--- src/rtl/lcd_pkg.sv ---
// Shared definitions for the HD44780 responder: FSM states, instruction
// bit positions, blank code and DDRAM address/index mapping helpers.
package lcd_pkg;

    localparam logic [7:0] BLANK_CHAR  = 8'h20;
    localparam int         DDRAM_DEPTH = 32;

    typedef enum logic [1:0] {
        ST_IDLE  = 2'd0,
        ST_BUSY  = 2'd1,
        ST_CLEAR = 2'd2
    } lcd_state_t;

    // Instructions are decoded by the position of their highest set bit.
    localparam int CMD_SET_DDRAM_BIT  = 7;
    localparam int CMD_SET_CGRAM_BIT  = 6;
    localparam int CMD_FUNC_SET_BIT   = 5;
    localparam int CMD_SHIFT_BIT      = 4;
    localparam int CMD_DISP_CTRL_BIT  = 3;
    localparam int CMD_ENTRY_MODE_BIT = 2;
    localparam int CMD_HOME_BIT       = 1;
    localparam int CMD_CLEAR_BIT      = 0;

    function automatic logic [4:0] addr_to_idx(input logic [6:0] a);
        logic unused_bits;
        unused_bits = ^a[5:4];
        return {a[6], a[3:0]};
    endfunction

    function automatic logic [6:0] idx_to_addr(input logic [4:0] i);
        return {i[4], 2'b00, i[3:0]};
    endfunction

    // Stepping in index space gives the 0x0F<->0x40 and 0x4F<->0x00 wraps for free.
    function automatic logic [6:0] step_addr(input logic [6:0] a, input logic inc);
        logic [4:0] i;
        i = addr_to_idx(a);
        i = inc ? i + 5'd1 : i - 5'd1;
        return idx_to_addr(i);
    endfunction

endpackage

--- src/rtl/lcd_ddram.sv ---
// 32x8 display data RAM: one write port, two combinational read ports,
// every cell returns to the blank character on reset.
module lcd_ddram
    import lcd_pkg::*;
(
    input  logic       clk,
    input  logic       reset,
    input  logic       we,
    input  logic [4:0] wr_idx,
    input  logic [7:0] wr_data,
    input  logic [4:0] rd_idx_a,
    output logic [7:0] rd_data_a,
    input  logic [4:0] rd_idx_b,
    output logic [7:0] rd_data_b
);

    logic [7:0] cell_q [DDRAM_DEPTH];

    generate
        for (genvar gi = 0; gi < DDRAM_DEPTH; gi++) begin : g_cell
            logic [7:0] cell_reg;

            always_ff @(posedge clk or posedge reset) begin
                if (reset) begin
                    cell_reg <= BLANK_CHAR;
                end else if (we && wr_idx == 5'(gi)) begin
                    cell_reg <= wr_data;
                end
            end

            assign cell_q[gi] = cell_reg;
        end
    endgenerate

    assign rd_data_a = cell_q[rd_idx_a];
    assign rd_data_b = cell_q[rd_idx_b];

endmodule

--- src/rtl/hd44780_responder.sv ---
// Behavioural HD44780 character-LCD controller seen from the bus side:
// decodes instructions, stores characters and models the busy flag.
module hd44780_responder
    import lcd_pkg::*;
#(
    parameter int CMD_BUSY = 40,
    parameter int CLR_BUSY = 64
) (
    input  logic       clk,
    input  logic       reset,
    input  logic       rs,
    input  logic       rw,
    input  logic       en,
    input  logic [7:0] data,
    output logic [7:0] data_out,
    output logic       busy,
    output logic       display_on,
    output logic [6:0] addr,
    output logic       wr_pulse,
    output logic [7:0] wr_char,
    output logic [4:0] wr_idx,
    input  logic [4:0] rd_idx,
    output logic [7:0] rd_char,
    output logic       overrun
);

    localparam int CNT_W = $clog2(CMD_BUSY + CLR_BUSY + 1);
    localparam logic [CNT_W-1:0] CMD_LOAD      = CNT_W'(CMD_BUSY - 1);
    localparam logic [CNT_W-1:0] HOME_LOAD     = CNT_W'(CLR_BUSY - 1);
    // CLEAR already spends one cycle per DDRAM entry of the total Clear time.
    localparam logic [CNT_W-1:0] CLR_TAIL_LOAD = CNT_W'(CLR_BUSY - DDRAM_DEPTH - 1);

    lcd_state_t state_reg;
    logic [CNT_W-1:0] cnt_reg;
    logic [4:0] clr_idx_reg;
    logic       en_reg, rs_reg, rw_reg;
    logic [7:0] data_reg;
    logic [6:0] addr_reg;
    logic       id_reg, s_reg, dl_reg, n_reg;
    logic       display_on_reg, cursor_reg, blink_reg;
    logic       busy_reg, overrun_reg;
    logic       wr_pulse_reg;
    logic [7:0] wr_char_reg;
    logic [4:0] wr_idx_reg;

    logic       strobe, idle_write, ram_we;
    logic [4:0] cur_idx, ram_wr_idx;
    logic [7:0] ram_wr_data, cur_char;
    logic       unused_mode;

    assign strobe     = en_reg && !en;
    assign cur_idx    = addr_to_idx(addr_reg);
    assign idle_write = strobe && !rw_reg && (state_reg == ST_IDLE);

    assign ram_we      = (state_reg == ST_CLEAR) || (idle_write && rs_reg);
    assign ram_wr_idx  = (state_reg == ST_CLEAR) ? clr_idx_reg : cur_idx;
    assign ram_wr_data = (state_reg == ST_CLEAR) ? BLANK_CHAR : data_reg;

    lcd_ddram u_ddram (
        .clk       (clk),
        .reset     (reset),
        .we        (ram_we),
        .wr_idx    (ram_wr_idx),
        .wr_data   (ram_wr_data),
        .rd_idx_a  (cur_idx),
        .rd_data_a (cur_char),
        .rd_idx_b  (rd_idx),
        .rd_data_b (rd_char)
    );

    always_ff @(posedge clk or posedge reset) begin
        if (reset) begin
            state_reg      <= ST_IDLE;
            cnt_reg        <= '0;
            clr_idx_reg    <= '0;
            en_reg         <= 1'b0;
            rs_reg         <= 1'b0;
            rw_reg         <= 1'b0;
            data_reg       <= 8'h00;
            addr_reg       <= 7'h00;
            id_reg         <= 1'b1;
            s_reg          <= 1'b0;
            dl_reg         <= 1'b1;
            n_reg          <= 1'b0;
            display_on_reg <= 1'b0;
            cursor_reg     <= 1'b0;
            blink_reg      <= 1'b0;
            busy_reg       <= 1'b0;
            overrun_reg    <= 1'b0;
            wr_pulse_reg   <= 1'b0;
            wr_char_reg    <= 8'h00;
            wr_idx_reg     <= 5'd0;
        end else begin
            wr_pulse_reg <= 1'b0;
            en_reg       <= en;
            if (en) begin
                rs_reg   <= rs;
                rw_reg   <= rw;
                data_reg <= data;
            end

            case (state_reg)
                ST_IDLE: begin
                    if (idle_write) begin
                        busy_reg  <= 1'b1;
                        state_reg <= ST_BUSY;
                        cnt_reg   <= CMD_LOAD;
                        if (rs_reg) begin
                            wr_pulse_reg <= 1'b1;
                            wr_char_reg  <= data_reg;
                            wr_idx_reg   <= cur_idx;
                            addr_reg     <= step_addr(addr_reg, id_reg);
                        end else if (data_reg[CMD_SET_DDRAM_BIT]) begin
                            addr_reg <= data_reg[6:0];
                        end else if (data_reg[CMD_SET_CGRAM_BIT]) begin
                            // No CGRAM model; only the busy time applies.
                        end else if (data_reg[CMD_FUNC_SET_BIT]) begin
                            dl_reg <= data_reg[4];
                            n_reg  <= data_reg[3];
                        end else if (data_reg[CMD_SHIFT_BIT]) begin
                            if (!data_reg[3]) begin
                                addr_reg <= step_addr(addr_reg, data_reg[2]);
                            end
                        end else if (data_reg[CMD_DISP_CTRL_BIT]) begin
                            display_on_reg <= data_reg[2];
                            cursor_reg     <= data_reg[1];
                            blink_reg      <= data_reg[0];
                        end else if (data_reg[CMD_ENTRY_MODE_BIT]) begin
                            id_reg <= data_reg[1];
                            s_reg  <= data_reg[0];
                        end else if (data_reg[CMD_HOME_BIT]) begin
                            addr_reg <= 7'h00;
                            cnt_reg  <= HOME_LOAD;
                        end else if (data_reg[CMD_CLEAR_BIT]) begin
                            state_reg   <= ST_CLEAR;
                            clr_idx_reg <= 5'd0;
                        end
                    end else if (strobe && rw_reg && rs_reg) begin
                        addr_reg <= step_addr(addr_reg, id_reg);
                    end
                end

                ST_CLEAR: begin
                    if (strobe && !rw_reg) begin
                        overrun_reg <= 1'b1;
                    end
                    clr_idx_reg <= clr_idx_reg + 5'd1;
                    if (clr_idx_reg == 5'(DDRAM_DEPTH - 1)) begin
                        addr_reg  <= 7'h00;
                        id_reg    <= 1'b1;
                        state_reg <= ST_BUSY;
                        cnt_reg   <= CLR_TAIL_LOAD;
                    end
                end

                ST_BUSY: begin
                    if (strobe && !rw_reg) begin
                        overrun_reg <= 1'b1;
                    end
                    if (cnt_reg == '0) begin
                        state_reg <= ST_IDLE;
                        busy_reg  <= 1'b0;
                    end else begin
                        cnt_reg <= cnt_reg - 1'b1;
                    end
                end

                default: begin
                    state_reg <= ST_IDLE;
                    busy_reg  <= 1'b0;
                end
            endcase
        end
    end

    // Mode bits kept for completeness; nothing in this model consumes them.
    assign unused_mode = ^{s_reg, dl_reg, n_reg, cursor_reg, blink_reg};

    assign data_out   = (en && rw) ? (rs ? cur_char : {busy_reg, addr_reg}) : 8'h00;
    assign busy       = busy_reg;
    assign display_on = display_on_reg;
    assign addr       = addr_reg;
    assign wr_pulse   = wr_pulse_reg;
    assign wr_char    = wr_char_reg;
    assign wr_idx     = wr_idx_reg;
    assign overrun    = overrun_reg;

endmodule

--- config.mk ---
export PLATFORM = sky130hd
export DESIGN_NAME = hd44780_responder
export DESIGN_NICKNAME = d
export VERILOG_FILES = /design/src/rtl/lcd_pkg.sv /design/src/rtl/lcd_ddram.sv /design/src/rtl/hd44780_responder.sv
export SDC_FILE = /design/constraint.sdc
export NUM_CORES = 1
export LEC_CHECK = 0
export CAP_MARGIN = 20
export CORE_UTILIZATION = 50
export DETAILED_ROUTE_END_ITERATION = 8
export HOLD_SLACK_MARGIN = 0.02
export PLACE_DENSITY_LB_ADDON = 0.08
export SLEW_MARGIN = 20
export SYNTH_ARGS = -nofsm -noshare
export SYNTH_HDL_FRONTEND = slang
export SYNTH_SLANG_ARGS = --single-unit
--- constraint.sdc ---
create_clock -name clk -period 16.5 [get_ports clk]
set_clock_uncertainty 0.05 [all_clocks]
set_input_delay 3.3 -clock clk [delete_from_list [all_inputs] [get_ports clk]]
set_output_delay 3.3 -clock clk [all_outputs]
set_load 0.1 [all_outputs]
**Gate families picked out**

The bar under the picture is 50 um long.
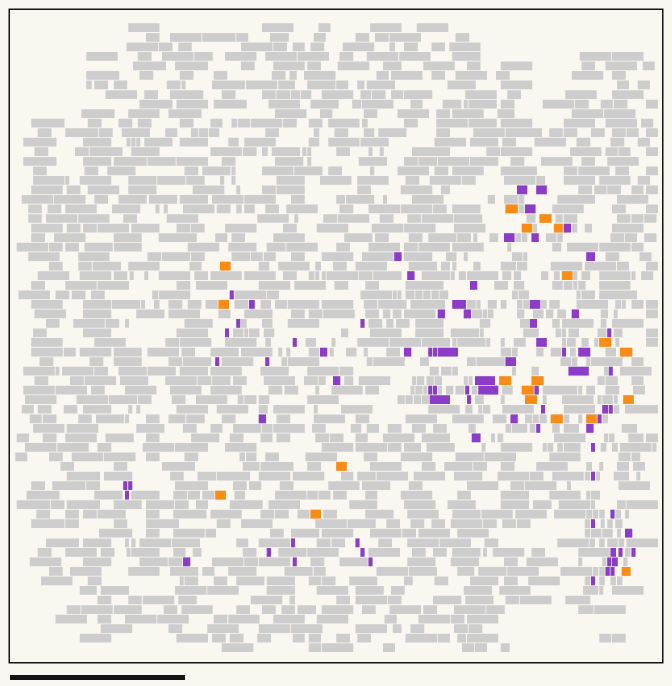
AND-OR and OR-AND gates: marked orange, cells 20, most used a32o_1. NOR gates: marked purple, cells 77, most used nor2_1.

**Track usage over the die**

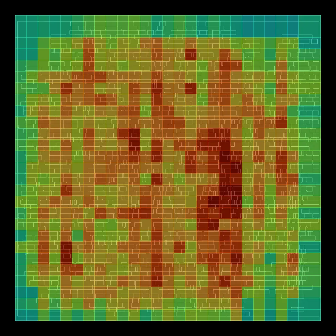
M2 GR Usage: 45.70%
met3 Usage GRT: 4.696%
Most Crowded Layer GR: met2

**Cell area per tile**

19 x 19 tiles, from dark blue (low) to red (high), 0 to 100% covered.
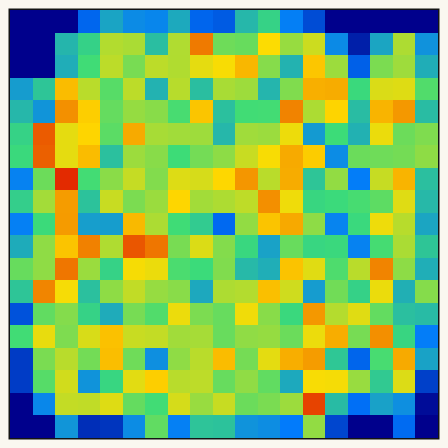
The mean over all tiles is 54%. 14% of the tiles are over 75% full. The fullest tile reaches 95%. 5.0% of the tiles are nearly empty.
Core Region: 0.03295 mm2
FP Util: 51.34%
post-layout util: 57.85%

==> impl_metrics.env <==
# source this file to load flow results
export IMPL_status="finished, final reports clean"
export IMPL_seqCellArea_mm2=0.007706
export IMPL_hold_violations=0
export IMPL_grt_max_degree=183
export IMPL_drive_gt1_share_pct=44.54
export IMPL_cts_sinks=306
export IMPL_drt_iter0_markers=737
export IMPL_area_growth_pct=12.67
export IMPL_dieHeight_um=185.9
export IMPL_synthArstFlopShare_pct=100.0
export IMPL_switching_share_pct=38.00
export IMPL_fmax_ghz=0.09951
export IMPL_row_count=66
export IMPL_io_buffers=57
export IMPL_top_cells_by_area="dfrtp_1 40%, mux2_2 18%, mux4_2 17%"
export IMPL_wl_met1_mm=19.98
export IMPL_rrSetupSlack_ns=12.73
export IMPL_largest_reg_flops=256
export IMPL_yosys_warnings=0
export IMPL_slew_violations=0
export IMPL_viasPerCell=6.489
export IMPL_worstSetupPathType="input pin to output pin"
export IMPL_gp_congestion=0.8816
export IMPL_postCtsSetupBuffers=0
export IMPL_leakagePower_uw=0.008477
export IMPL_cts_max_level=2
export IMPL_power_frac_seq_pct=35.4
export IMPL_clock_area_share_pct=6.623
export IMPL_logic_gates=799
export IMPL_fin_area_mm2=0.01906
export IMPL_path_depth=6
export IMPL_route_met3_wl_mm=2.744
export IMPL_worstHoldEndpoint="overrun$_DFFE_PP0P_"
export IMPL_nonClkBufAreaFrac_pct=4.083
export IMPL_synth_top_area_share_pct=40.38
export IMPL_yosysMostFrequentCell="mux2_2"
export IMPL_cts_buffers_inserted=36
export IMPL_xor_share_pct=0.1553
export IMPL_synth_nets=1258
export IMPL_edf_count=0
export IMPL_period_used_pct=60.91
export IMPL_detail_route_antenna_nets=0
export IMPL_die_x_um=185.9
export IMPL_clkbuf_count=54
export IMPL_drc=0
export IMPL_crit_required_ns=13.15
export IMPL_hold_depth=1
export IMPL_comb_power_uw=1080
export IMPL_root_buffer="clkbuf_16"
export IMPL_start_kind="input pin"
export IMPL_mostFrequentLayoutCell="mux2_2"
export IMPL_rr_worst_depth=6
export IMPL_reg2reg_from="addr[1]$_DFFE_PP0P_"
export IMPL_die_area_mm2=0.03457
export IMPL_period_minus_slack_ns=10.05
export IMPL_mux_share_pct=38.68
export IMPL_synth_flop_count=306
export IMPL_wl_met2_mm=22.37
export IMPL_top_layer_used="met4"
export IMPL_hp_start="overrun$_DFFE_PP0P_"
export IMPL_ys_flop_type="dfrtp_1"
export IMPL_tns_ns=0
export IMPL_final_cell_count_no_fill=1715
export IMPL_flop_count=306
export IMPL_hold_path_class="flip-flop to flip-flop"
export IMPL_power_uw=2983
export IMPL_powerSeq_uw=1050
export IMPL_io_pins=58
export IMPL_largestClassByArea="logic gates"
export IMPL_cts_resized=0
export IMPL_top_power_group="combinational logic"
export IMPL_avgSynthCellArea_um2=13.74
export IMPL_grt_pass1_wl_mm=72.12
export IMPL_startpoint="rd_idx[1]"
export IMPL_ys_cells=1231
export IMPL_placed_cell_area_mm2=0.01776
export IMPL_antenna_found_initial=0
export IMPL_r2r_end="u_ddram.g_cell[29].cell_reg[2]$_DFFE_PP0P_"
export IMPL_nWellTaps=442
export IMPL_grt_pass1_vias=11310
export IMPL_cp_data_arrival_time_ns=6.70
export IMPL_finalSetupViolCount=0
export IMPL_top_area_cell="dfrtp_1"
export IMPL_worst_slack_ns=6.450
export IMPL_nNetsFinal=1272
export IMPL_dpl_cell_count=1647
export IMPL_fin_hold_ws_ns=0.4265
export IMPL_ys_sh_simple_pct=6.153
export IMPL_cts_path_max_buffers=3
export IMPL_cts_tree="yes"
export IMPL_sh_comb_area_pct=45.51
export IMPL_path_buffers=3
export IMPL_diodes=0
export IMPL_ctsHoldBuffers=0
export IMPL_most_common_layout_cells="274 x mux2_2, 271 x dfrtp_1, 126 x mux4_2, 73 x nand2_1, 55 x clkdlybuf4s50_1"
**Routed clock nets over the placement**

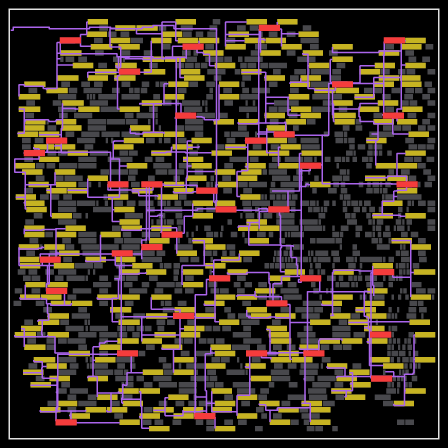
flip-flops: marked yellow, count 306. clock wires: marked purple, length 4220 um. cells driving clock nets: marked red, count 36.
Position of the flops: widely spread. There are 37 routed clock nets.
Insertion Delay late pin: 0.52 ns
Clock power frac: 28.5%
P_clk: 850 uW

**Signal wires by layer**

The bar under the picture is 50 um long.
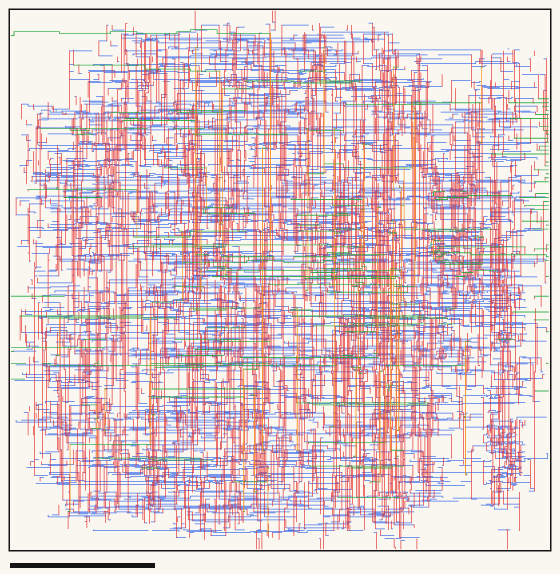
met3: marked green, wire length 2740 um. met1: marked blue, wire length 20000 um. met2: marked red, wire length 22.4 mm. met4: marked orange, wire length 1600 um.
via count: 11130
All-Layer GR Usage: 28.39%
final wirelength: 46.70 mm

Power and IR drop assume default switching activity.
